`src/rtl/spart_pkg.sv`:
```
// Shared SPART definitions: receive FSM states, default oversampling ratio
// and the bus I/O address map used by the bus interface and baud generator.
package spart_pkg;

    // Baud ticks per serial bit time.
    localparam int SPART_OVERSAMPLE = 16;

    // SPART I/O address map (2-bit register select from the bus interface).
    localparam logic [1:0] SPART_ADDR_DATA     = 2'b00;
    localparam logic [1:0] SPART_ADDR_STATUS   = 2'b01;
    localparam logic [1:0] SPART_ADDR_DIV_LOW  = 2'b10;
    localparam logic [1:0] SPART_ADDR_DIV_HIGH = 2'b11;

    // Receive deframer states.
    typedef enum logic [2:0] {
        IDLE  = 3'd0,
        START = 3'd1,
        DATA  = 3'd2,
        STOP  = 3'd3,
        BREAK = 3'd4
    } rx_state_t;

endpackage

```
`src/rtl/sync_2ff.sv`:
```
// One-bit two-flop synchronizer for an input that is asynchronous to clk.
// RESET_VAL sets the value both flops take during reset.
module sync_2ff #(
    parameter logic RESET_VAL = 1'b0
) (
    input  logic clk,
    input  logic rst_n,
    input  logic d_i,
    output logic q_o
);

    logic meta_q;
    logic sync_q;

    // Two back-to-back flops give the first one a full cycle to resolve metastability.
    // NOTE: sequential state is written with non-blocking assignments so every flop
    // samples the pre-edge value of the others; blocking here would merge the two stages.
    always_ff @(posedge clk or negedge rst_n) begin
        if (!rst_n) begin
            meta_q <= RESET_VAL;
            sync_q <= RESET_VAL;
        end else begin
            meta_q <= d_i;
            sync_q <= meta_q;
        end
    end

    assign q_o = sync_q;

endmodule

```
`src/rtl/spart_rx.sv`:
```
// SPART receive stage: synchronizes the RX line, deframes 8N1 characters on
// oversample ticks and holds the last good character for the bus interface.
module spart_rx
    import spart_pkg::*;
#(
    parameter int OVERSAMPLE = SPART_OVERSAMPLE
) (
    input  logic       clk,
    input  logic       rst_n,
    input  logic       rx,
    input  logic       baud_tick,
    input  logic       rx_enable,
    output logic [7:0] rx_data,
    output logic       rda,
    output logic       fe,
    output logic       oe
);

    localparam int CW = $clog2(OVERSAMPLE);
    // Last tick of the first half of the start bit, and last tick of a full bit.
    localparam logic [CW-1:0] CNT_HALF = CW'(OVERSAMPLE / 2 - 1);
    localparam logic [CW-1:0] CNT_LAST = CW'(OVERSAMPLE - 1);

    logic            rx_s;
    rx_state_t       state_q;
    logic [CW-1:0]   cnt_q;
    logic [2:0]      bits_q;
    logic [7:0]      shift_q;
    logic [7:0]      data_q;
    logic            rda_q;
    logic            oe_q;
    logic            fe_q;

    // The synchronizer resets to 1 so an idle line never looks like a start bit.
    sync_2ff #(
        .RESET_VAL(1'b1)
    ) u_rx_sync (
        .clk  (clk),
        .rst_n(rst_n),
        .d_i  (rx),
        .q_o  (rx_s)
    );

    // Deframer FSM with registered outputs; line decisions happen only on baud ticks.
    // NOTE: every register, including the shift and holding registers, is cleared by
    // the async reset so an aborted frame leaves nothing behind after reset.
    always_ff @(posedge clk or negedge rst_n) begin
        if (!rst_n) begin
            state_q <= IDLE;
            cnt_q   <= '0;
            bits_q  <= '0;
            shift_q <= '0;
            data_q  <= '0;
            rda_q   <= 1'b0;
            oe_q    <= 1'b0;
            fe_q    <= 1'b0;
        end else begin
            // Framing error is a single-cycle pulse.
            fe_q <= 1'b0;

            // A CPU read consumes the held character; a load below overrides this.
            if (rx_enable) begin
                rda_q <= 1'b0;
                oe_q  <= 1'b0;
            end

            if (baud_tick) begin
                case (state_q)
                    IDLE: begin
                        if (!rx_s) begin
                            state_q <= START;
                            cnt_q   <= '0;
                        end
                    end

                    START: begin
                        if (rx_s) begin
                            // Line returned high before mid start bit: glitch.
                            state_q <= IDLE;
                        end else if (cnt_q == CNT_HALF) begin
                            state_q <= DATA;
                            cnt_q   <= '0;
                            bits_q  <= '0;
                        end else begin
                            cnt_q <= cnt_q + CW'(1);
                        end
                    end

                    DATA: begin
                        if (cnt_q == CNT_LAST) begin
                            // Centre of a data bit; LSB arrives first.
                            shift_q <= {rx_s, shift_q[7:1]};
                            cnt_q   <= '0;
                            bits_q  <= bits_q + 3'd1;
                            if (bits_q == 3'd7) begin
                                state_q <= STOP;
                            end
                        end else begin
                            cnt_q <= cnt_q + CW'(1);
                        end
                    end

                    STOP: begin
                        if (cnt_q == CNT_LAST) begin
                            cnt_q <= '0;
                            if (rx_s) begin
                                data_q  <= shift_q;
                                rda_q   <= 1'b1;
                                // Overrun if the previous character was still unread,
                                // unless it is being read in this very cycle.
                                oe_q    <= (oe_q | rda_q) & ~rx_enable;
                                state_q <= IDLE;
                            end else begin
                                fe_q    <= 1'b1;
                                state_q <= BREAK;
                            end
                        end else begin
                            cnt_q <= cnt_q + CW'(1);
                        end
                    end

                    BREAK: begin
                        // Hold off until the line idles so a stuck-low line cannot re-trigger.
                        if (rx_s) begin
                            state_q <= IDLE;
                        end
                    end

                    default: begin
                        state_q <= IDLE;
                    end
                endcase
            end
        end
    end

    assign rx_data = data_q;
    assign rda     = rda_q;
    assign fe      = fe_q;
    assign oe      = oe_q;

endmodule

```
`config.mk`:
```
export PLATFORM = sky130hd
export DESIGN_NAME = spart_rx
export DESIGN_NICKNAME = d
export VERILOG_FILES = /design/src/rtl/spart_pkg.sv /design/src/rtl/sync_2ff.sv /design/src/rtl/spart_rx.sv
export SDC_FILE = /design/constraint.sdc
export NUM_CORES = 1
export LEC_CHECK = 0
export CORE_MARGIN = 8
export CORE_UTILIZATION = 25
export CTS_BUF_LIST = sky130_fd_sc_hd__clkbuf_2 sky130_fd_sc_hd__clkbuf_4 sky130_fd_sc_hd__clkbuf_8
export CTS_CLUSTER_SIZE = 14
export DETAILED_ROUTE_END_ITERATION = 10
export SYNTH_ARGS = -nofsm -noshare
export SYNTH_HDL_FRONTEND = slang
export SYNTH_SLANG_ARGS = --single-unit
export TNS_END_PERCENT = 50
```
`constraint.sdc`:
```
create_clock -name clk -period 2.1 [get_ports clk]
set_input_delay 0.315 -clock clk [delete_from_list [all_inputs] [get_ports clk]]
set_output_delay 0.315 -clock clk [all_outputs]
set_load 0.05 [all_outputs]
```
Figure 1. Congestion heat map.
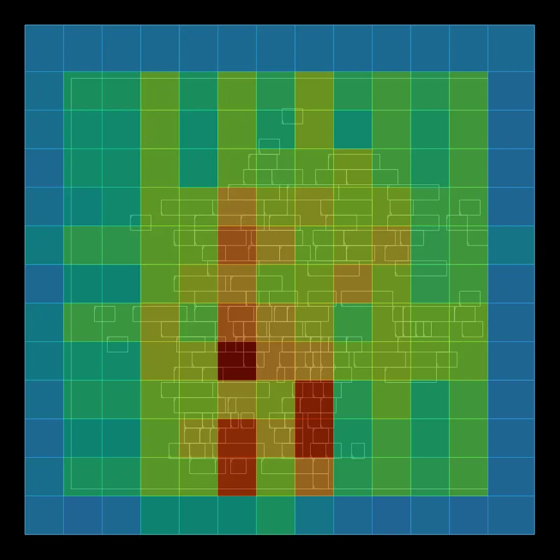
Tot GR Track Use: 7.304%
met2 usage in global routing: 9.794%
met1 Use GR: 9.042%
Core Util, Final: 32.90%
Top Usage Layer GRT: met2

Figure 2. Where the registers sit.
(4 px per micron)
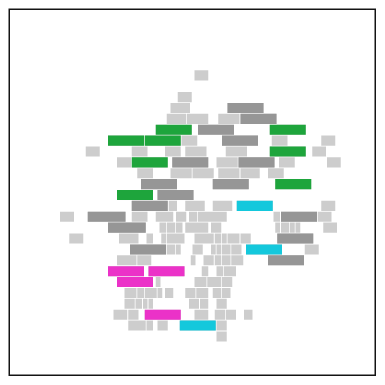
Green shows `rx_data`, flops 8. Cyan shows `state_q`, flops 3. Magenta shows `cnt_q`, flops 4.
Another 16 sequential cells are not colored.

Figure 3. Cells colored by class.
(4 px per micron) Fill, decap, tap and diode cells in gray.
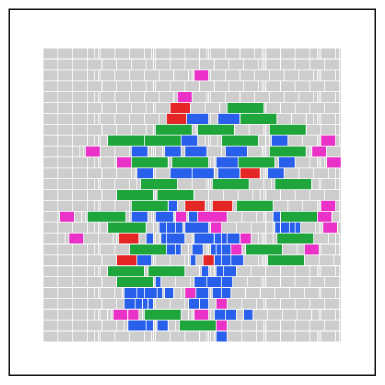
Blue shows combinational and other logic, cells 74. Red shows clock drivers and dummy loads, cells 8. Green shows sequential cells, cells 31. Magenta shows remaining buffers and delay cells, cells 24.

Figure 4. PDN straps and rails.
(4 px per micron) Pins as bars on the die edge.
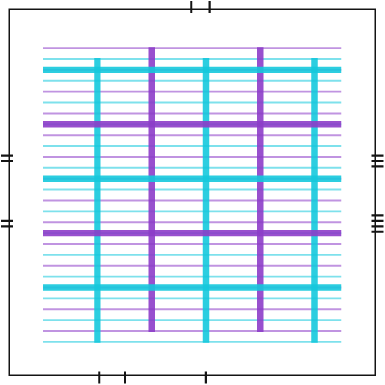
Cyan shows VSS. Purple shows VDD.
5 straps on met4. The core has 27 rows. 16 signal pins sit on the boundary.
worst IR drop on VDD: 0.2842 mV
Die Width: 91.14 microns
Die Span Y: 91.14 microns
Core Region: 0.005473 sq mm

Figure 5. Clock distribution.
(6 px per micron)
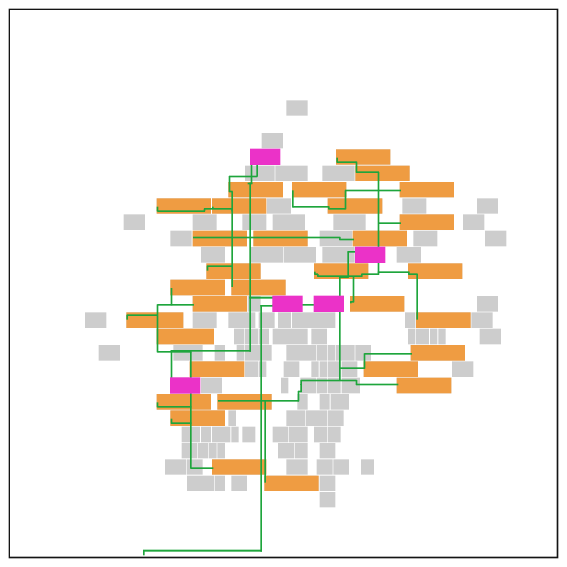
Orange shows flip-flops, count 31. Green shows clock wires, length 438 microns. Magenta shows clock drivers, count 5.
Position of the flops: middle.

==> results.tsv <==
metric	value	unit
TAP cells	72	
Syn Area/Cell	12.83	sq um
Yosys reg bits	31	
# Max-Cap Violations	0	
Max Freq	534.3	MHz
multi-input gates	71	
Sinks on Clock Net	31	
OpenROAD warning count	26	
H-Tree Level Count	2	
Worst-path clk slew	70	ps
RSZ-0062 raised after global routing	no	
placed cell count	201	
Yosys Instances	110	
met3 usage	3.210	%
adder share	2.660	%
startpoint types	register	
bufs w/o clock	24	
largest net degree at the start of global routing	32	
leakage power	0.8293	nW
Clock Skews	4.693	ps
dpl cell area	0.001697	sq mm
WP data arrival	2040	ps
total die size	0.008306	sq mm
top layer in use	met4	
final hold vios	0	
hold crit path type	register to register	
logic area	586.8	sq um
slowest stage cell on the critical path	or4b_4	
Gate Count Post-Synth	110	
Yosys chip area	0.001411	sq mm
most numerous logic cells after layout	dfrtp_1 (29), clkdlybuf4s50_1 (15)	
Largest stage delay, worst path	550	ps
share of layout cells above drive strength 1	27.01	%
Seq/total area	43.22	%
Cell Count, Final, Fillers Out	209	
area share, top type	51.42	%
CP delay by family, top	simple AND/OR/NAND/NOR gates	
most numerous logic cell after layout	dfrtp_1	
first-pass GRT wire length	4809	microns
area share of buffers outside the clock network	12.79	%
Top class by area	registers	
Setup Slack @ Placement	84.86	ps
Cell Type Count	35	
initial DRC count	66	
Dominant comb cell	multiplexers	
critical path class	register to register	
met3 wire len	175	microns
cells resized by post-CTS repair	0	
CP endpoint kind	register	
Synth Flop Type	dfrtp_1	
YS warnings	0	
Flops	31	
asr flop ratio synth	100.0	%
Post-synth seq share	55.14	%
pwr/cell area	709.0	mW/mm^2
Initial DRT Pass Iterations	4	
Slew Limit Fails	0	
ANT cells	0	
RePlAce Congestion	0.8248	
IO Port Bufs	15	
status	complete, no violations	
TritonCTS Buffers	5	
Cell Area, Synth	0.001411	sq mm
via/cell ratio	4.459	
hold_ws	356.2	ps
post-CTS setup buffer count	0	
slack of the worst reg-to-reg path	230	ps
fillers	547	
Yosys top cell by instances	dfrtp_1	
simple-gate share of the synthesized area	12.59	%
Buf+Inv Stages, Crit Path	1	
met1 wire length	1367	microns
Setup TNS Final	0	ps
Wirelength per Cell	13.29	microns
EDFF count, synth	0	
Max Buffers Root-to-Sink	2	
Latency at later pin	280	ps
initial antenna violation count	0	
cell taking the most area after synthesis	dfrtp_1	
Clock-cell share	5.768	%
[power breakdown]
| group | switching, W | leakage [nW] | total (W) | internal (W) |
|---|---|---|---|---|
| combinational | 0.0000649 | 0.367 | 0.000121 | 0.0000559 |
| clock | 0.000222 | 0.0505 | 0.000520 | 0.000298 |
| sequential | 0.0000168 | 0.412 | 0.000636 | 0.000619 |
[worst max-delay path by stage]
stage | to | slack, ps | cells past startpoint
2_1_floorplan | shift_q[0] | 200 | 5
3_3_place_gp | rx_data[4] | 100 | 5
3_5_place_dp | rx_data[4] | 80 | 5
4_1_cts | rx_data[7] | 220 | 5
5_1_grt | rx_data[5] | 60 | 5
6_report | shift_q[6] | 230 | 5
Power is estimated from default activity; no workload was simulated.
